[config.mk]
export PLATFORM = sky130hd
export DESIGN_NAME = rs_dispatch_ctrl
export DESIGN_NICKNAME = d
export VERILOG_FILES = /design/src/rtl/rs_pkg.sv /design/src/rtl/rs_credit_counter.sv /design/src/rtl/rs_dispatch_ctrl.sv
export SDC_FILE = /design/constraint.sdc
export NUM_CORES = 1
export LEC_CHECK = 0
export ABC_CLOCK_PERIOD_IN_PS = 6120
export CORE_ASPECT_RATIO = 1.25
export CORE_MARGIN = 2
export CORE_UTILIZATION = 52
export CTS_BUF_LIST = sky130_fd_sc_hd__clkbuf_16
export DETAILED_ROUTE_END_ITERATION = 16
export PLACE_DENSITY = 0.86
export SYNTH_ARGS = -nofsm -noshare
export SYNTH_HDL_FRONTEND = slang
export SYNTH_SLANG_ARGS = --single-unit
[constraint.sdc]
create_clock -name clk -period 6.12 [get_ports clk]
set_clock_uncertainty 0.05 [all_clocks]
set_input_delay 1.224 -clock clk [delete_from_list [all_inputs] [get_ports clk]]
set_output_delay 1.224 -clock clk [all_outputs]
set_load 0.02 [all_outputs]
[src/rtl/rs_pkg.sv]
// Shared constants and types for the reservation-station dispatch sequencer.
// Unit indices, RS sizing, flush timing and the controller state encoding.
package rs_pkg;

    localparam int NUM_RS       = 5;
    localparam int RS_DEPTH     = 32;
    // The RS keeps current_block, next_block and out_block permanently reserved.
    localparam int RS_CAP       = RS_DEPTH - 3;
    localparam int OCC_W        = 6;
    localparam int FLUSH_CYCLES = 2;
    localparam int FLUSH_CNT_W  = 2;

    localparam logic [2:0] RS_ALU_IDX = 3'd0;
    localparam logic [2:0] RS_MUL_IDX = 3'd1;
    localparam logic [2:0] RS_DIV_IDX = 3'd2;
    localparam logic [2:0] RS_BR_IDX  = 3'd3;
    localparam logic [2:0] RS_MEM_IDX = 3'd4;

    typedef enum logic {
        CTRL_RUN   = 1'b0,
        CTRL_FLUSH = 1'b1
    } ctrl_state_e;

    function automatic logic unit_legal(input logic [2:0] unit);
        logic legal;
        if (unit < 3'(NUM_RS)) begin
            legal = 1'b1;
        end else begin
            legal = 1'b0;
        end
        return legal;
    endfunction

endpackage

[src/rtl/rs_credit_counter.sv]
// Saturating occupancy credit counter for one reservation station.
// Accept (inc) and issue return (dec) in the same cycle cancel out.
module rs_credit_counter
    import rs_pkg::*;
#(
    parameter int CAP = RS_CAP
) (
    input  logic             clk,
    input  logic             reset,
    input  logic             inc,
    input  logic             dec,
    input  logic             clr,
    output logic [OCC_W-1:0] occ,
    output logic             full,
    output logic             underflow
);

    localparam logic [OCC_W-1:0] CAP_V = OCC_W'(CAP);

    logic [OCC_W-1:0] occ_r;
    logic [OCC_W-1:0] occ_nxt_s;

    // Next occupancy: clear wins, then saturating +1 / -1.
    always_comb begin
        occ_nxt_s = occ_r;
        if (clr) begin
            occ_nxt_s = {OCC_W{1'b0}};
        end else if (inc && !dec) begin
            if (occ_r < CAP_V) begin
                occ_nxt_s = occ_r + 6'd1;
            end else begin
                occ_nxt_s = occ_r;
            end
        end else if (dec && !inc) begin
            if (occ_r != 6'd0) begin
                occ_nxt_s = occ_r - 6'd1;
            end else begin
                occ_nxt_s = occ_r;
            end
        end else begin
            occ_nxt_s = occ_r;
        end
    end

    // Occupancy register.
    always_ff @(posedge clk or negedge reset) begin
        if (!reset) begin
            occ_r <= {OCC_W{1'b0}};
        end else begin
            occ_r <= occ_nxt_s;
        end
    end

    assign occ       = occ_r;
    assign full      = (occ_r >= CAP_V);
    assign underflow = dec && !clr && (occ_r == 6'd0);

endmodule

[src/rtl/rs_dispatch_ctrl.sv]
// Dispatch sequencer from rename to the reservation stations: routes accepted
// instructions as one-cycle start pulses, tracks RS credits, drains on flush.
module rs_dispatch_ctrl
    import rs_pkg::*;
(
    input  logic                    clk,
    input  logic                    reset,
    input  logic                    dis_valid,
    input  logic [2:0]              dis_unit,
    input  logic [31:0]             dis_inst_num,
    output logic                    dis_ready,
    input  logic [NUM_RS-1:0]       issue_done,
    input  logic                    exception_sig,
    input  logic                    mret_sig,
    output logic [NUM_RS-1:0]       rs_start,
    output logic [31:0]             rs_inst_num,
    output logic [NUM_RS*OCC_W-1:0] rs_occ,
    output logic                    illegal_unit,
    output logic                    credit_err,
    output logic                    ctrl_state
);

    localparam logic [FLUSH_CNT_W-1:0] FLUSH_LOAD = FLUSH_CNT_W'(FLUSH_CYCLES - 1);

    ctrl_state_e            state_r;
    ctrl_state_e            state_nxt_s;
    logic [FLUSH_CNT_W-1:0] flush_cnt_r;
    logic [FLUSH_CNT_W-1:0] flush_cnt_nxt_s;

    logic              flush_evt_s;
    logic              run_s;
    logic              unit_full_s;
    logic              ready_s;
    logic              accept_s;
    logic              illegal_s;
    logic [NUM_RS-1:0] inc_s;
    logic [NUM_RS-1:0] dec_s;
    logic [NUM_RS-1:0] full_s;
    logic [NUM_RS-1:0] underflow_s;

    logic [NUM_RS-1:0] rs_start_r;
    logic [31:0]       rs_inst_num_r;
    logic              illegal_r;
    logic              credit_err_r;

    assign flush_evt_s = exception_sig | mret_sig;

    // State and flush down-counter registers.
    always_ff @(posedge clk or negedge reset) begin
        if (!reset) begin
            state_r     <= CTRL_RUN;
            flush_cnt_r <= {FLUSH_CNT_W{1'b0}};
        end else begin
            state_r     <= state_nxt_s;
            flush_cnt_r <= flush_cnt_nxt_s;
        end
    end

    // Next state: any flush event (re)loads the counter; FLUSH exits at zero.
    always_comb begin
        state_nxt_s     = state_r;
        flush_cnt_nxt_s = flush_cnt_r;
        case (state_r)
            CTRL_RUN: begin
                if (flush_evt_s) begin
                    state_nxt_s     = CTRL_FLUSH;
                    flush_cnt_nxt_s = FLUSH_LOAD;
                end else begin
                    state_nxt_s     = CTRL_RUN;
                end
            end
            CTRL_FLUSH: begin
                if (flush_evt_s) begin
                    flush_cnt_nxt_s = FLUSH_LOAD;
                end else if (flush_cnt_r == 2'd0) begin
                    state_nxt_s     = CTRL_RUN;
                end else begin
                    flush_cnt_nxt_s = flush_cnt_r - 2'd1;
                end
            end
            default: begin
                state_nxt_s     = CTRL_RUN;
                flush_cnt_nxt_s = {FLUSH_CNT_W{1'b0}};
            end
        endcase
    end

    // Full flag of the addressed RS; illegal indices read as full.
    always_comb begin
        case (dis_unit)
            RS_ALU_IDX: unit_full_s = full_s[0];
            RS_MUL_IDX: unit_full_s = full_s[1];
            RS_DIV_IDX: unit_full_s = full_s[2];
            RS_BR_IDX:  unit_full_s = full_s[3];
            RS_MEM_IDX: unit_full_s = full_s[4];
            default:    unit_full_s = 1'b1;
        endcase
    end

    // Output decode: flush suppresses accepts, illegal pulses and credit returns.
    always_comb begin
        run_s     = (state_r == CTRL_RUN);
        ready_s   = 1'b0;
        illegal_s = 1'b0;
        inc_s     = {NUM_RS{1'b0}};
        dec_s     = {NUM_RS{1'b0}};
        if (run_s && !flush_evt_s) begin
            ready_s   = unit_legal(dis_unit) && !unit_full_s;
            illegal_s = dis_valid && !unit_legal(dis_unit);
        end else begin
            ready_s   = 1'b0;
            illegal_s = 1'b0;
        end
        accept_s = dis_valid && ready_s;
        for (int k = 0; k < NUM_RS; k++) begin
            inc_s[k] = accept_s && (dis_unit == 3'(k));
            dec_s[k] = issue_done[k] && run_s && !flush_evt_s;
        end
    end

    assign dis_ready = ready_s;

    for (genvar g = 0; g < NUM_RS; g++) begin : g_credit
        rs_credit_counter #(
            .CAP (RS_CAP)
        ) u_credit (
            .clk       (clk),
            .reset     (reset),
            .inc       (inc_s[g]),
            .dec       (dec_s[g]),
            .clr       (flush_evt_s),
            .occ       (rs_occ[g*OCC_W +: OCC_W]),
            .full      (full_s[g]),
            .underflow (underflow_s[g])
        );
    end

    // Registered start pulse, instruction number and error flags.
    always_ff @(posedge clk or negedge reset) begin
        if (!reset) begin
            rs_start_r    <= {NUM_RS{1'b0}};
            rs_inst_num_r <= 32'd0;
            illegal_r     <= 1'b0;
            credit_err_r  <= 1'b0;
        end else begin
            rs_start_r    <= inc_s;
            illegal_r     <= illegal_s;
            credit_err_r  <= credit_err_r | (|underflow_s);
            if (accept_s) begin
                rs_inst_num_r <= dis_inst_num;
            end else begin
                rs_inst_num_r <= rs_inst_num_r;
            end
        end
    end

    assign rs_start     = rs_start_r;
    assign rs_inst_num  = rs_inst_num_r;
    assign illegal_unit = illegal_r;
    assign credit_err   = credit_err_r;
    assign ctrl_state   = state_r;

endmodule

Fig. 1: the clock network
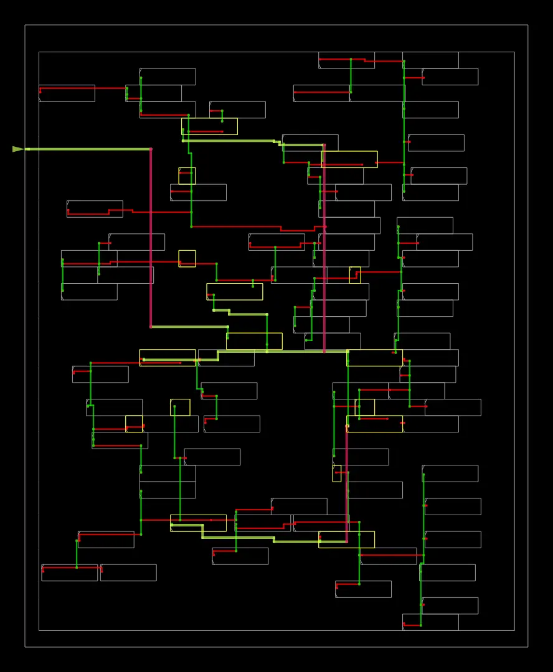
Flops: 72
P_clk: 475 µW
clock latency on the worst-skew pair: 330 ps
CLK BUF: 9
clock buffer count from CTS: 9

Fig. 2: met4 routing
Supply wires on this layer in grey.
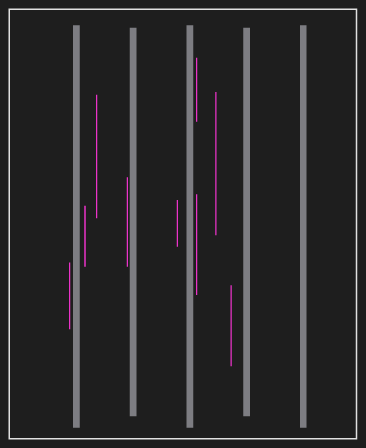
The wires run mostly vertical. 8 nets have wire on it. The layer carries 183 µm of wire. The longest straight run is 34.0 µm. The layer holds 1.9% of the routed length.
final wirelength: 9.68 mm
routed vias: 3353

Fig. 3: sizing map
Bar = 20 µm.
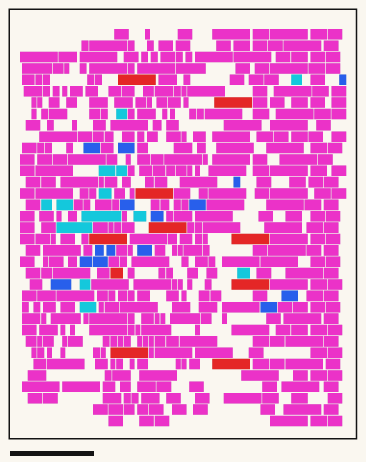
Key: magenta = x1 and smaller [cells 449]; red = x6 and larger [cells 10]; cyan = x3 and x4 [cells 13]; blue = x2 [cells 15]
Buffers, non-clock: 117
worst setup margin: 1250 ps
area delta synth->final: 36.9%
fin area: 5510 µm²

==> changes_impl.md <==
## Flow update

* Initial antenna violation count at 0
* Postcts setup bufs at 0
* Least-Margin Pin Slew at ~880 ps
* Ao+oa area frac at a little over an eighth
* Post-CTS Hold Fix Bufs at 0
* Mapped Area at a little over 4000 µm²
* Tapcells inserted at 92
* Syn nets at between 400 and 500
* Crit path launch type: primary input
* Non-filler cells, final at between 500 and 600
* Status: completed
* Vias per cell at a little under 6
* Most frequent cell after synthesis: dfrtp_1
* Dominant kind of combinational cell: AND-OR/OR-AND gates
* # IOs at approximately 120
* Leading cell kind: multi-input combinational cells
* Static Leak at 2.58 nW
* Syn avg cell area at around 11 µm²
* # Cells Yosys at roughly 360
* Total core area at about 7400 µm²
* Placed cell count at approximately 560
* Mux area share at roughly an eighth
* XORs/XNORs by Area at roughly 3.9%
* Combinational share of power at 15.7%
* Detailed Place HPWL at 7.24 mm
* CTS Buffer Depth at 2
* Hold/Removal Path Class: flop to flop
* Worst IR Drop VDD at approximately 0.20 mV
* Top area cell types: dfrtp_1, mux2_1, ha_1
* Post-cts resize count at 0
* Total gr overflow at 0
* P_sw at 305 µW
* Sequential Power Share at 44.2%
* Buffering overhead at a little over a fifth
* Depth of the CTS H-tree at 3
* Cell type with the largest total area: dfrtp_1
* And+or+nand+nor area frac at between 10% and 20%
* Yosys reg bits at 72
* Yosys warnings at 0
* Yosys adder share at 9.01%
* Final setup TNS at 0 ps
* FILL cells at 521
* Non-clk invs at 25
* CTS tree: built
* Slew Limit Fails at 0
* Critical Path End Type: output port
* Fmax at 0.205 GHz
* Slew headroom at 41.2%
* Final period utilization at 79.6%
* Syn Inst Count at ~360
* 1st-iter DRT viols at 146
* Total track usage at approximately a quarter
* Final ANT Viol Nets at 0
* Vias in the first global route at between 3000 and 4000
* Fraction of area in multi-input gates at 37.5%
* Max reg flops at 32
* Hold Path End: rs_inst_num[13]$_DFFE_PN0N_
* FF-to-FF Start: ctrl_state$_DFF_PN0_
* Dominant Register Cell: dfrtp_1
* Input/output buffers at about 120
* Final hold vios at 0
* Register area share after synthesis at between 40% and 50%
* RR Endpoint: g_credit[3].u_credit.occ[5]$_DFFE_PN0P_
* Chip area at 8470 µm²
* FF+latch area at about 1800 µm²
* Global placer's final weighted congestion at around 0.90
* WHS Path Cells at 1
* Worst r2r path cells at 10
==> per-layer routing <==
metal  wire [µm]  track usage (%)
met5           0                0
met4         182             9.58
met3         889             6.80
met2        4740             41.1
met1        3870             29.1
==> metrics by stage <==
step	utilization (%)	cell area (µm²)	hold WS (ps)	power, mW	setup slack [ps]
3_5_place_dp	70.4	5240	430	0.720	1280
2_1_floorplan	-	4030	438	0.607	2160
4_1_cts	74.1	5510	444	1.20	1260
5_1_grt	74.1	5510	453	1.24	1180
6_report	74.1	5510	438	1.18	1250
3_3_place_gp	70.4	5240	409	0.715	1300
==> cell usage in the layout, fill, tap and decap left out, drive strengths merged, types with 3 or more instances in the layout <==
cell type      synthesis  layout
o21bai                 6       6
mux2i                  9       9
a211oi                 6       6
xor2                   6       6
xnor2                 12      12
nor3                   4       4
or4b                   3       3
inv                   25      27
and3                   4       4
nor2                  16      16
clkbuf                 5       9
a21oi                 22      22
fa                     5       5
a21o                  12      12
clkinvlp               0       3
clkdlybuf4s50          0     114
dfrtp                 72      72
nand3                 23      23
mux2                  35      35
nand2                 18      18
buf                    4       3
ha                    21      21
o21ai                 13      13
nor4                   4       4
==> critical path, cell delays in order <==
cell	delay (ps)
clkdlybuf4s50_1	570
or2_4	350
or4_4	520
and2_4	200
o2111a_1	170
clkdlybuf4s50_1	560
==> worst max-delay path by stage <==
stage                      startpoint                                      end  slack, ps  cells after the start
after global placement    dis_unit[0]                                dis_ready       1300                      6
after floorplan              mret_sig  g_credit[3].u_credit.occ[5]$_DFFE_PN0P_       2160                     10
after CTS                 dis_unit[0]                                dis_ready       1260                      6
after global routing      dis_unit[0]                                dis_ready       1180                      6
after detailed placement  dis_unit[0]                                dis_ready       1280                      6
final                     dis_unit[0]                                dis_ready       1250                      6
Power figures rest on the tool's default switching activity, not on a simulated workload.
